==> config.mk <==
export PLATFORM = sky130hd
export DESIGN_NAME = seq_code_lock
export DESIGN_NICKNAME = d
export VERILOG_FILES = /design/src/rtl/seq_code_lock.sv
export SDC_FILE = /design/constraint.sdc
export NUM_CORES = 1
export LEC_CHECK = 0
export CAP_MARGIN = 20
export CORE_MARGIN = 2
export CORE_UTILIZATION = 40
export CTS_BUF_LIST = sky130_fd_sc_hd__clkbuf_4
export CTS_CLUSTER_SIZE = 10
export DETAILED_ROUTE_END_ITERATION = 12
export SLEW_MARGIN = 5
export SYNTH_ARGS = -nofsm -noshare
export SYNTH_HDL_FRONTEND = slang
export SYNTH_SLANG_ARGS = --single-unit
==> constraint.sdc <==
create_clock -name clk -period 3.45 [get_ports clk]
set_input_delay 0.345 -clock clk [delete_from_list [all_inputs] [get_ports clk]]
set_output_delay 0.345 -clock clk [all_outputs]
set_load 0.005 [all_outputs]
==> src/rtl/seq_code_lock.sv <==
// Serial code lock. A bit-serial entry is compared against CODE. A match opens the lock for a
// timed window, and MAX_FAIL consecutive failures raise a timed alarm lockout.
module seq_code_lock #(
    parameter int                  CODE_LEN    = 4,
    parameter logic [CODE_LEN-1:0] CODE        = 4'b0110,
    parameter int                  MAX_FAIL    = 3,
    parameter int                  LOCKOUT_CYC = 16,
    parameter int                  UNLOCK_CYC  = 8
) (
    input  logic                            clk,
    input  logic                            rst,
    input  logic                            bit_valid,
    input  logic                            bit_in,
    input  logic                            clear,
    output logic                            unlocked,
    output logic                            alarm,
    output logic                            bad_code,
    output logic [$clog2(MAX_FAIL+1)-1:0]   fail_cnt,
    output logic [$clog2(CODE_LEN+1)-1:0]   bit_idx
);

    localparam int IDX_W   = $clog2(CODE_LEN + 1);
    localparam int FAIL_W  = $clog2(MAX_FAIL + 1);
    localparam int TMR_MAX = (LOCKOUT_CYC > UNLOCK_CYC) ? LOCKOUT_CYC : UNLOCK_CYC;
    localparam int TMR_W   = $clog2(TMR_MAX + 1);

    localparam logic [IDX_W-1:0]  LAST_IDX    = IDX_W'(CODE_LEN - 1);
    localparam logic [FAIL_W-1:0] MAX_FAIL_V  = FAIL_W'(MAX_FAIL);
    localparam logic [TMR_W-1:0]  UNLOCK_LOAD = TMR_W'(UNLOCK_CYC - 1);
    localparam logic [TMR_W-1:0]  LOCK_LOAD   = TMR_W'(LOCKOUT_CYC - 1);

    typedef enum logic [1:0] {
        ST_ENTER   = 2'd0,
        ST_OPEN    = 2'd1,
        ST_LOCKOUT = 2'd2
    } state_t;

    state_t              state_q, state_d;
    logic                unlocked_q, unlocked_d;
    logic                alarm_q, alarm_d;
    logic                bad_code_q, bad_code_d;
    logic [FAIL_W-1:0]   fail_cnt_q, fail_cnt_d;
    logic [IDX_W-1:0]    bit_idx_q, bit_idx_d;
    logic                mis_q, mis_d;
    logic [TMR_W-1:0]    timer_q, timer_d;

    logic [CODE_LEN-1:0] code_sh;
    logic                mis_now;
    logic [FAIL_W-1:0]   fail_inc;

    always_comb begin
        state_d    = state_q;
        unlocked_d = unlocked_q;
        alarm_d    = alarm_q;
        bad_code_d = 1'b0;
        fail_cnt_d = fail_cnt_q;
        bit_idx_d  = bit_idx_q;
        mis_d      = mis_q;
        timer_d    = timer_q;

        // The expected bit is always the MSB after shifting the code by the bits already taken.
        code_sh  = CODE << bit_idx_q;
        mis_now  = mis_q | (bit_in ^ code_sh[CODE_LEN-1]);
        fail_inc = (fail_cnt_q == MAX_FAIL_V) ? MAX_FAIL_V : fail_cnt_q + FAIL_W'(1);

        case (state_q)
            ST_ENTER: begin
                if (clear) begin
                    bit_idx_d = '0;
                    mis_d     = 1'b0;
                end else if (bit_valid) begin
                    if (bit_idx_q == LAST_IDX) begin
                        bit_idx_d = '0;
                        mis_d     = 1'b0;
                        if (!mis_now) begin
                            state_d    = ST_OPEN;
                            unlocked_d = 1'b1;
                            fail_cnt_d = '0;
                            timer_d    = UNLOCK_LOAD;
                        end else begin
                            bad_code_d = 1'b1;
                            fail_cnt_d = fail_inc;
                            if (fail_inc == MAX_FAIL_V) begin
                                state_d = ST_LOCKOUT;
                                alarm_d = 1'b1;
                                timer_d = LOCK_LOAD;
                            end
                        end
                    end else begin
                        bit_idx_d = bit_idx_q + IDX_W'(1);
                        mis_d     = mis_now;
                    end
                end
            end
            ST_OPEN: begin
                if (clear || timer_q == '0) begin
                    state_d    = ST_ENTER;
                    unlocked_d = 1'b0;
                    timer_d    = '0;
                end else begin
                    timer_d = timer_q - TMR_W'(1);
                end
            end
            ST_LOCKOUT: begin
                if (timer_q == '0) begin
                    state_d    = ST_ENTER;
                    alarm_d    = 1'b0;
                    fail_cnt_d = '0;
                end else begin
                    timer_d = timer_q - TMR_W'(1);
                end
            end
            default: begin
                state_d    = ST_ENTER;
                unlocked_d = 1'b0;
                alarm_d    = 1'b0;
                timer_d    = '0;
            end
        endcase
    end

    always_ff @(posedge clk) begin
        if (rst) begin
            state_q    <= ST_ENTER;
            unlocked_q <= 1'b0;
            alarm_q    <= 1'b0;
            bad_code_q <= 1'b0;
            fail_cnt_q <= '0;
            bit_idx_q  <= '0;
            mis_q      <= 1'b0;
            timer_q    <= '0;
        end else begin
            state_q    <= state_d;
            unlocked_q <= unlocked_d;
            alarm_q    <= alarm_d;
            bad_code_q <= bad_code_d;
            fail_cnt_q <= fail_cnt_d;
            bit_idx_q  <= bit_idx_d;
            mis_q      <= mis_d;
            timer_q    <= timer_d;
        end
    end

    assign unlocked = unlocked_q;
    assign alarm    = alarm_q;
    assign bad_code = bad_code_q;
    assign fail_cnt = fail_cnt_q;
    assign bit_idx  = bit_idx_q;

endmodule

==> results_slide.txt <==
Physical Implementation Snapshot

Power and ir drop
  – P_comb: about 0.000026 W
  – P_clk: between 0.0001 and 0.00015 W
  – Leakage: around 0.40 nW
  – Logic pwr share: 0.082
  – Power Total: around 0.00032 W
  – Power Sequential: ~0.00019 W
  – Net switching power: 0.0000815 W
  – Leading power group: sequential cells

Layout
  – Utilization after layout: 0.492
  – Final #Nets: 130
  – Finished Cell Area: 1080 um^2
  – Clock network area share: 0.0244
  – Largest class: combinational gates
  – Flops: 16
  – Flop share of the area: 0.297
  – Signal buf overhead: 0.111
  – Flop area: between 300 and 400 um^2
  – Layout clock buffer count: 3

Worst setup path
  – R2R setup slack: between 1000 and 1500 ps
  – Delay-heaviest family, CP: AND-OR/OR-AND gates
  – Critical Path Source: bit_idx[0]
  – Crit-path slowest cell: nor4bb_1
  – Max stage delay on crit path: ~370 ps
  – Worst Reg-to-Reg Cells: 6

Timing
  – Final Cycle Share: 0.585
  – Fmax: between 400 and 500 MHz
  – Final hold violation count: 0

Logic synthesis
  – Simple-gate share of the synthesized area: 0.284
  – Primary flip-flop cell chosen by synthesis mapping: dfxtp_1
  – Most frequent cells after synthesis: dfxtp_1 (16), nor2_1 (11), nand2_1 (10), a21oi_1 (9), inv_1 (6)
  – Flops after synth: 16
  – EDFF count, synth: 0
  – Mean Syn Cell Area: 8.46 um^2
  – Leading area contributor after synthesis: dfxtp_1
  – MUX area fraction: 0.0393

Floorplanning
  – Site Rows: 17
  – Core Region: between 2000 and 2500 um^2
  – Ports: 13
  – Die width: roughly 52 um

Clocking
  – Post-cts resize count: 0
  – Htree depth: 1

Worst hold path
  – Worst Hold Path Cells: 2
  – Hold Startpoint: alarm

Global route
  – First-pass GRT wire length: ~3.6 mm
  – Initial antenna violation count: 0
  – GRT Util Overall: 0.176
  – Congestion Overflow GR: 0

Run status
  – Outcome: finished clean

Drt
  – DRC: 0
  – Via density: around 5.7
  – Drt first-iter violations: 33
  – DR WL/cell: around 13 um
  – Met3 routed WL: 92 um
  – Wire length on met2: around 810 um

Flow run
  – Max-capacitance violation count: 0

Placed design
  – Port-buffer cells: 12
  – Inst Count DP: 145
  – Place WS: roughly 1200 ps
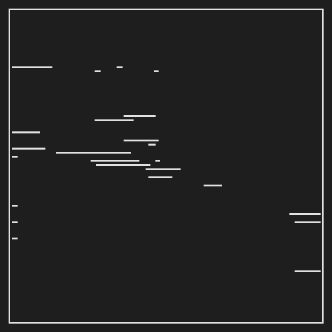
Figure 1: signal wires on met3.
Scale: 6 px per um.
wire length on this layer: 92.1 um
nets with wire on the layer: 19
share of all routed wire: 4.6%
vias post-DR: 856
final WL: 1.99 mm

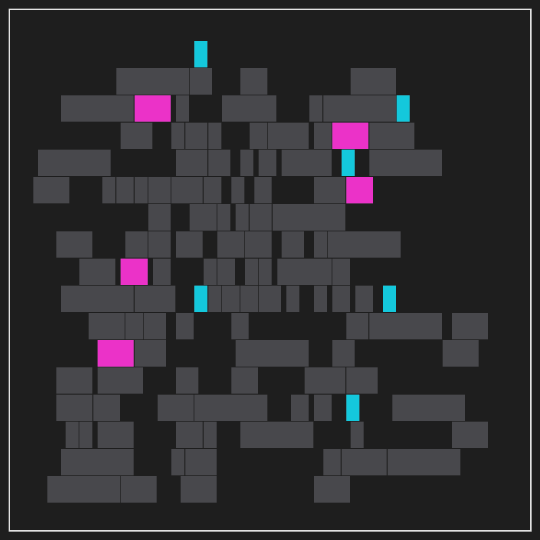
Figure 2: gate families picked out.
Scale: 10 px per um.
legend:
  cyan:
    family: inv cells
    cells: 6
  magenta:
    family: non-inverting ao/oa cells
    cells: 5
most numerous logic cell after layout: dfxtp_1
fraction of area in multi-input gates: 0.513
fin cells: 149

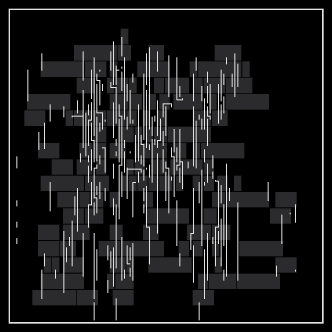
Figure 3: metal 2.
Scale: 6 px per um. Cells faint in the background.
nets with wire on the layer: 106
share of all routed wire: 41%
wire length on this layer: 814 um
longest straight run: 18.7 um
main direction: vertical
GR Layer Usage met2: 0.257

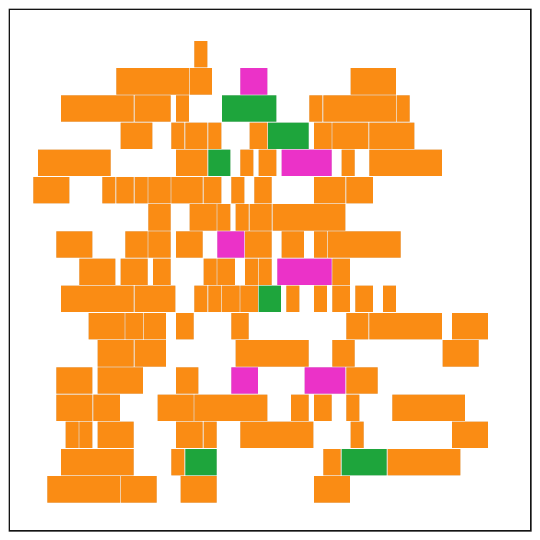
Figure 4: drive-strength map.
Scale: 10 px per um.
legend:
  green:
    size: x2
    cells: 6
    share: 5.0%
    most_used: or2_2
  orange:
    size: x1 and smaller
    cells: 109
    share: 90%
    most_used: dfxtp_1
  magenta:
    size: x3 and x4
    cells: 6
    share: 5.0%
    most_used: clkbuf_4
setup ws final: 1430 ps
Area Growth Syn to Fin: 16.8%
Non-clock buffers: 12

No activity file was given, so power comes from the tool's default toggle rates.
